$ cat config.mk
export PLATFORM = sky130hd
export DESIGN_NAME = mmc_cmd_shifter
export DESIGN_NICKNAME = d
export VERILOG_FILES = /design/src/rtl/mmc_cmd_shifter_pkg.sv /design/src/rtl/mmc_cmd_shifter_crc7.sv /design/src/rtl/mmc_cmd_shifter.sv
export SDC_FILE = /design/constraint.sdc
export NUM_CORES = 1
export LEC_CHECK = 0
export CORE_MARGIN = 4
export CORE_UTILIZATION = 33
export CTS_CLUSTER_DIAMETER = 60
export DETAILED_ROUTE_END_ITERATION = 8
export GPL_TIMING_DRIVEN = 0
export PLACE_DENSITY = 0.68
export SLEW_MARGIN = 20
export SYNTH_ARGS = -nofsm -noshare
export SYNTH_HDL_FRONTEND = slang
export SYNTH_SLANG_ARGS = --single-unit
$ cat constraint.sdc
create_clock -name clk -period 9.7 [get_ports clk]
set_clock_uncertainty 0.2 [all_clocks]
set_input_delay 1.94 -clock clk [delete_from_list [all_inputs] [get_ports clk]]
set_output_delay 1.94 -clock clk [all_outputs]
set_load 0.01 [all_outputs]
$ cat src/rtl/mmc_cmd_shifter_pkg.sv
// Shared definitions for the MMC command-line shifter: FSM states, frame lengths, CRC7 step.
package mmc_cmd_shifter_pkg;

    typedef enum logic [2:0] {
        IDLE,
        SEND,
        WAIT_START,
        RECV,
        TRAIL
    } state_t;

    localparam int unsigned MMC_CMD_LEN       = 48;
    localparam int unsigned MMC_RESP_LONG_LEN = 136;
    localparam logic [6:0]  CRC7_POLY         = 7'h09;

    // One serial CRC7 step (x^7 + x^3 + 1), MSB-first data.
    function automatic logic [6:0] crc7_step(input logic [6:0] crc, input logic din);
        logic fb;
        fb = din ^ crc[6];
        return {crc[5:0], 1'b0} ^ (fb ? CRC7_POLY : 7'h00);
    endfunction

endpackage

$ cat src/rtl/mmc_cmd_shifter_crc7.sv
// Serial CRC7 accumulator shared by the command TX and response RX paths.
// Only built when MMC_CMD_CRC7_EN is defined.
`ifdef MMC_CMD_CRC7_EN
module mmc_crc7
    import mmc_cmd_shifter_pkg::*;
(
    input  logic       clk,
    input  logic       rst,
    input  logic       clear,
    input  logic       enable,
    input  logic       din,
    output logic [6:0] crc
);

    always_ff @(posedge clk or posedge rst) begin
        if (rst) begin
            crc <= '0;
        end else if (clear) begin
            crc <= '0;
        end else if (enable) begin
            crc <= crc7_step(crc, din);
        end
    end

endmodule
`endif

$ cat src/rtl/mmc_cmd_shifter.sv
// MMC CMD-line serialiser/deserialiser paced by the bit-clock generator (tick/bit_ack/bit_done).
// Optional CRC7 generation/checking is enabled by defining MMC_CMD_CRC7_EN.
module mmc_cmd_shifter
    import mmc_cmd_shifter_pkg::*;
#(
    parameter int unsigned RESP_TIMEOUT = 64,
    parameter int unsigned NRC_BITS     = 8
) (
    input  logic         clk,
    input  logic         rst,
    input  logic         cmd_valid,
    output logic         cmd_ready,
    input  logic [47:0]  cmd_data,
    input  logic         resp_expected,
    input  logic         resp_long,
    output logic         tick,
    input  logic         bit_ack,
    input  logic         bit_done,
    output logic         mmc_cmd_o,
    output logic         mmc_cmd_oe,
    input  logic         mmc_cmd_i,
    output logic [135:0] resp_data,
    output logic         resp_valid,
    output logic         resp_timeout,
    output logic         resp_crc_err,
    output logic         busy
);

    localparam logic [7:0] SEND_LAST   = 8'(MMC_CMD_LEN - 1);
    localparam logic [7:0] WAIT_LAST   = 8'(RESP_TIMEOUT - 1);
    localparam logic [7:0] TRAIL_LAST  = 8'(NRC_BITS - 1);
    localparam logic [7:0] SHORT_LAST  = 8'(MMC_CMD_LEN - 2);
    localparam logic [7:0] LONG_LAST   = 8'(MMC_RESP_LONG_LEN - 2);
    localparam logic [7:0] CRC_LAST_IN = 8'(MMC_CMD_LEN - 9);

    state_t       state, state_nxt;
    logic [7:0]   req_cnt, bit_cnt;
    logic [47:0]  tx_sr, tx_next;
    logic         resp_exp_q, resp_long_q, got_resp;
    logic         handshake, send_last, start_seen, wait_expired, recv_last, trail_last;

    assign handshake    = cmd_valid & cmd_ready;
    assign send_last    = (state == SEND) & bit_done & (bit_cnt == SEND_LAST);
    assign start_seen   = (state == WAIT_START) & bit_done & ~mmc_cmd_i;
    assign wait_expired = (state == WAIT_START) & bit_done & mmc_cmd_i & (bit_cnt == WAIT_LAST);
    assign recv_last    = (state == RECV) & bit_done &
                          (bit_cnt == (resp_long_q ? LONG_LAST : SHORT_LAST));
    assign trail_last   = (state == TRAIL) & bit_done & (bit_cnt == TRAIL_LAST);

    always_ff @(posedge clk or posedge rst) begin
        if (rst) state <= IDLE;
        else     state <= state_nxt;
    end

    always_comb begin
        state_nxt = state;
        case (state)
            IDLE:       if (handshake) state_nxt = SEND;
            SEND:       if (send_last) state_nxt = resp_exp_q ? WAIT_START : TRAIL;
            WAIT_START: begin
                if (start_seen)        state_nxt = RECV;
                else if (wait_expired) state_nxt = TRAIL;
            end
            RECV:       if (recv_last)  state_nxt = TRAIL;
            TRAIL:      if (trail_last) state_nxt = IDLE;
            default:    state_nxt = IDLE;
        endcase
    end

    always_comb begin
        cmd_ready  = (state == IDLE);
        busy       = (state != IDLE);
        tick       = (state != IDLE) && (req_cnt != '0);
        mmc_cmd_oe = (state == SEND);
        mmc_cmd_o  = (state == SEND) ? tx_sr[47] : 1'b1;
    end

`ifdef MMC_CMD_CRC7_EN
    logic [6:0] crc;
    logic       crc_en, crc_din, crc_err_q;

    // Start bit is fed in WAIT_START, so RECV adds only 39 more bits to cover [47:8].
    assign crc_en  = ((state == SEND) & bit_done & (bit_cnt <= CRC_LAST_IN)) | start_seen |
                     ((state == RECV) & bit_done & (bit_cnt < CRC_LAST_IN));
    assign crc_din = (state == SEND) ? tx_sr[47] : mmc_cmd_i;

    mmc_crc7 u_crc7 (
        .clk    (clk),
        .rst    (rst),
        .clear  (handshake | send_last),
        .enable (crc_en),
        .din    (crc_din),
        .crc    (crc)
    );

    always_ff @(posedge clk or posedge rst) begin
        if (rst) begin
            crc_err_q    <= 1'b0;
            resp_crc_err <= 1'b0;
        end else begin
            resp_crc_err <= 1'b0;
            if (handshake)
                crc_err_q <= 1'b0;
            else if (recv_last)
                crc_err_q <= ~resp_long_q && (crc != resp_data[6:0]);
            if (trail_last)
                resp_crc_err <= resp_exp_q & got_resp & crc_err_q;
        end
    end
`else
    assign resp_crc_err = 1'b0;
`endif

    always_comb begin
        tx_next = {tx_sr[46:0], 1'b1};
`ifdef MMC_CMD_CRC7_EN
        // On the 40th shift the CRC7 field lands at the top, replacing cmd_data[7:1].
        if (bit_cnt == CRC_LAST_IN)
            tx_next[47:41] = crc7_step(crc, tx_sr[47]);
`endif
    end

    always_ff @(posedge clk or posedge rst) begin
        if (rst) begin
            req_cnt      <= '0;
            bit_cnt      <= '0;
            tx_sr        <= '0;
            resp_data    <= '0;
            resp_exp_q   <= 1'b0;
            resp_long_q  <= 1'b0;
            got_resp     <= 1'b0;
            resp_valid   <= 1'b0;
            resp_timeout <= 1'b0;
        end else begin
            resp_valid   <= 1'b0;
            resp_timeout <= 1'b0;

            if (state_nxt != state)
                bit_cnt <= '0;
            else if (bit_done && state != IDLE)
                bit_cnt <= bit_cnt + 8'd1;

            if (state_nxt != state) begin
                case (state_nxt)
                    SEND:       req_cnt <= 8'(MMC_CMD_LEN);
                    WAIT_START: req_cnt <= 8'(RESP_TIMEOUT);
                    RECV:       req_cnt <= resp_long_q ? 8'(MMC_RESP_LONG_LEN - 1)
                                                       : 8'(MMC_CMD_LEN - 1);
                    TRAIL:      req_cnt <= 8'(NRC_BITS);
                    default:    req_cnt <= '0;
                endcase
            end else if (bit_ack && tick) begin
                req_cnt <= req_cnt - 8'd1;
            end

            if (handshake) begin
                tx_sr       <= cmd_data;
                resp_exp_q  <= resp_expected;
                resp_long_q <= resp_long;
                got_resp    <= 1'b0;
            end else if (state == SEND && bit_done) begin
                tx_sr <= tx_next;
            end

            if (start_seen) begin
                resp_data <= '0;
                got_resp  <= 1'b1;
            end else if (state == RECV && bit_done) begin
                resp_data <= {resp_data[134:0], mmc_cmd_i};
            end

            if (trail_last) begin
                resp_valid   <= resp_exp_q & got_resp;
                resp_timeout <= resp_exp_q & ~got_resp;
            end
        end
    end

endmodule

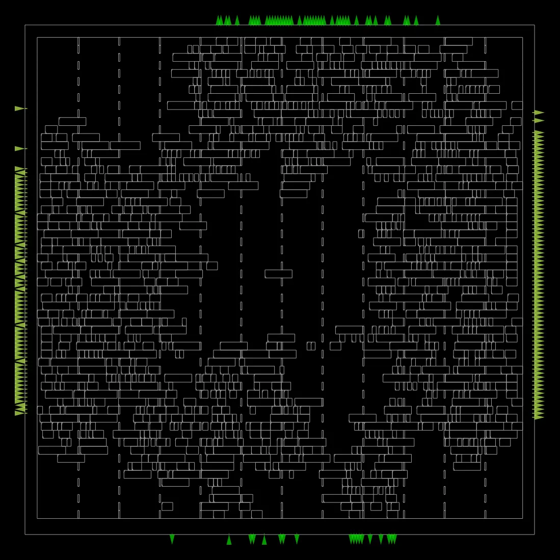
(cell outlines without signal wires)
Site Rows: 60
Seq area share: 0.423
tap cells: 341
FFs & Latches: 208

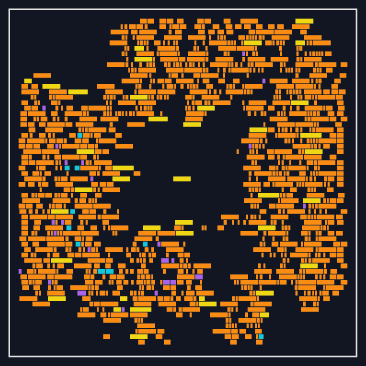
(cell sizes after repair)
Scale: 2 px per um.
yellow -> drive 6 and up  # cells 39
purple -> drive 2  # cells 24
orange -> drive 1 or less  # cells 1130
cyan -> drive 3 to 4  # cells 10
final setup margin: 5.01 ns
Area Growth Syn to Fin: 37.3%
design area: 12300 sq um
Non-CTS buffers: 268

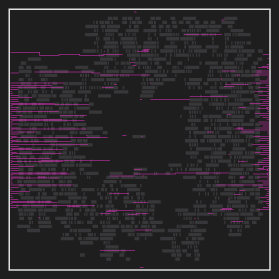
(metal 3)
Scale: 1.5 px per um.
main direction = horizontal
longest straight run = 63.7 um
nets with wire on the layer = 172
via count: 7638
met3 usage: 0.0523
drt total wl: 24000 um

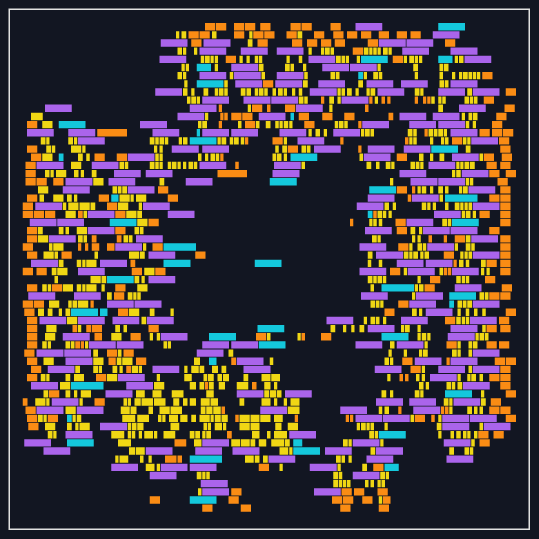
(placed cells, one colour a class)
Scale: 3 px per um.
orange -> other buffers and delay cells  # cells 268, share of their area 20%
purple -> flip-flops  # cells 208, share of their area 44%
yellow -> all other logic  # cells 683, share of their area 29%
cyan -> clock drivers and dummy loads  # cells 44, share of their area 7.4%
core area: 26900 sq um
Final Util: 0.458

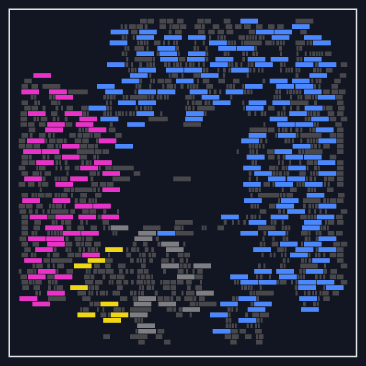
(register map, names as in the netlist)
Scale: 2 px per um.
blue -> resp_data  # sequential cells 136
magenta -> tx_sr  # sequential cells 48
yellow -> bit_cnt  # sequential cells 8, where lower left
not coloured = 16
seq pwr: 1.07 mW
register area: 5200 sq um

==> impl_metrics.yaml <==
# flow metrics
setup_path:
  critPathArrivalTime_ns: 2.55
  critPathCaptureType: "primary output"
  crit_chain: "buf_2 > nor3_1 > clkdlybuf4s50_1"
  critPathMaxFanout: 10
  crit_path_start: "state[1]$_DFF_PP0_"
  crit_type: "register to primary output"
  required_ns: 7.56
  slowest_stage: "nor3_1"
  r2r_cells: 7
  cp-start-kind: "register"
  r2r-end: "resp_data[41]$_DFFE_PP0P_"
floorplanning:
  num_io_pins: 200
  chip_area_sq_um: 29900
  fp_util: 0.334
  die_h_um: 173
global_routing:
  grt_pass1_vias: 7506
  antenna_found_initial: 0
  grt_overflow_total: 0
  grt_pass1_wl_um: 38800
yosys:
  area_leaders: "dfrtp_1 58%, nand2_1 14%, a21oi_1 8.0%, mux2i_1 5.1%, o21ai_0 3.0%"
  synth_warnings: 0
  syn_inst: 960
  synth-edff-count: 0
  synthArstFlopShare: 1.00
  ys.flop_type: "dfrtp_1"
  ys_cells: 960
  avgSynthCellArea_sq_um: 9.34
  synth_area_sq_um: 8970
  yosys_area_sq_um: 8970
  synth.distinct_cells: 51
  largest_area_cell: "dfrtp_1"
  most_common_cell: "nand2_1"
placed_design:
  place_congestion: 0.791
  io_buffers: 197
  dp_hpwl_um: 17000
pwr:
  p_int_mw: 1.90
  power_density_nw_per_um2: 227
  switchingPower_mw: 0.899
  power_mw: 2.80
  power_leader: "sequential cells"
  clockPowerShare: 0.356
  powerClk_mw: 0.997
  power_frac_comb: 0.261
  p_comb_mw: 0.731
final_timing:
  fmax_ghz: 0.213
  grt_setup_unrepaired: "false"
  fin_crit_sh: 0.483
  slew_headroom: 0.325
  worst_pin_slew_ns: 1.00
  finalSetupViolations: 0
routing:
  drtIter0Drc: 633
  drcViolationCount: 0
  wl_per_cell_um: 15.5
  routed_via_density: 4.95
cells_and_area:
  lay_top_cells: "330 x nand2_1, 208 x dfrtp_1, 197 x clkdlybuf4s50_1"
  layout.nets: 1245
  nFillCells: 2556
  final_common_cell: "nand2_1"
clock_tree:
  cts_made_buffers: 24
  root_buffer: "clkbuf_16"
  path_clk_slew_ns: 0.06
  cts_tree: "yes"
  postCtsSetupBuffers: 0
flow_run:
  warning_count: 30
  max-cap-violations: 0
run_status:
  status: "finished clean"
min_path:
  hold_end: "resp_timeout$_DFF_PP0_"
  hold_start: "got_resp$_DFFE_PP0P_"
[stage by stage]
step | instances | worst slack [ns] | TNS (ns) | util | hold slack [ns]
global route | 1544 | 4.90 | 0 | 0.458 | 0.242
global placement | 1498 | -0.930 | -187.33 | 0.423 | 0.210
floorplan | 960 | 1.88 | 0 | - | 0.203
detailed placement | 1500 | 5.22 | 0 | 0.425 | 0.229
finish | 1544 | 5.01 | 0 | 0.458 | 0.230
CTS | 1544 | 4.93 | 0 | 0.458 | 0.235
[state kept, by name (all words and copies together) (netlist names)]
name,flops
bit_cnt,8
state,3
resp_timeout,1
resp_valid,1
got_resp,1
resp_long_q,1
resp_data,136
req_cnt,8
resp_exp_q,1
tx_sr,48
[routing by layer]
metal	track usage	up-vias	wire [um]
li1	-	3657	-
met1	0.197	3702	10400
met2	0.247	243	10800
met3	0.0523	36	2160
met4	0.0432	0	590
met5	0	-	0
[cells by family after synthesis]
kind of cell    Yosys count  synth area share
flops                   208             0.580
mux                      48            0.0539
xor+xnor                 12            0.0117
other cells               1          0.000418
compound gates          216             0.128
buf+inv                  78            0.0384
simple gates            393             0.182
fa+ha+maj                 4           0.00558
[final cells by class]
| class | count | area [sq um] | share of cell area |
|---|---|---|---|
| Clock buffer | 30 | 674 | 0.0548 |
| Tap cell | 341 | 427 | 0.0347 |
| Multi-Input combinational cell | 674 | 3420 | 0.278 |
| Inverter | 9 | 41.3 | 0.00335 |
| Timing Repair Buffer | 199 | 2030 | 0.165 |
| Clock inverter | 14 | 206 | 0.0168 |
| Sequential cell | 208 | 5200 | 0.423 |
| Buffer | 69 | 310 | 0.0252 |
[worst max-delay path: cells and delay by family, from the launching register on]
| family | cells | cell delay [ns] |
|---|---|---|
| buf+inv | 2 | 0.87 |
| simple gates | 1 | 0.82 |
| flops | 1 | 0.36 |
Power and IR drop assume default switching activity.
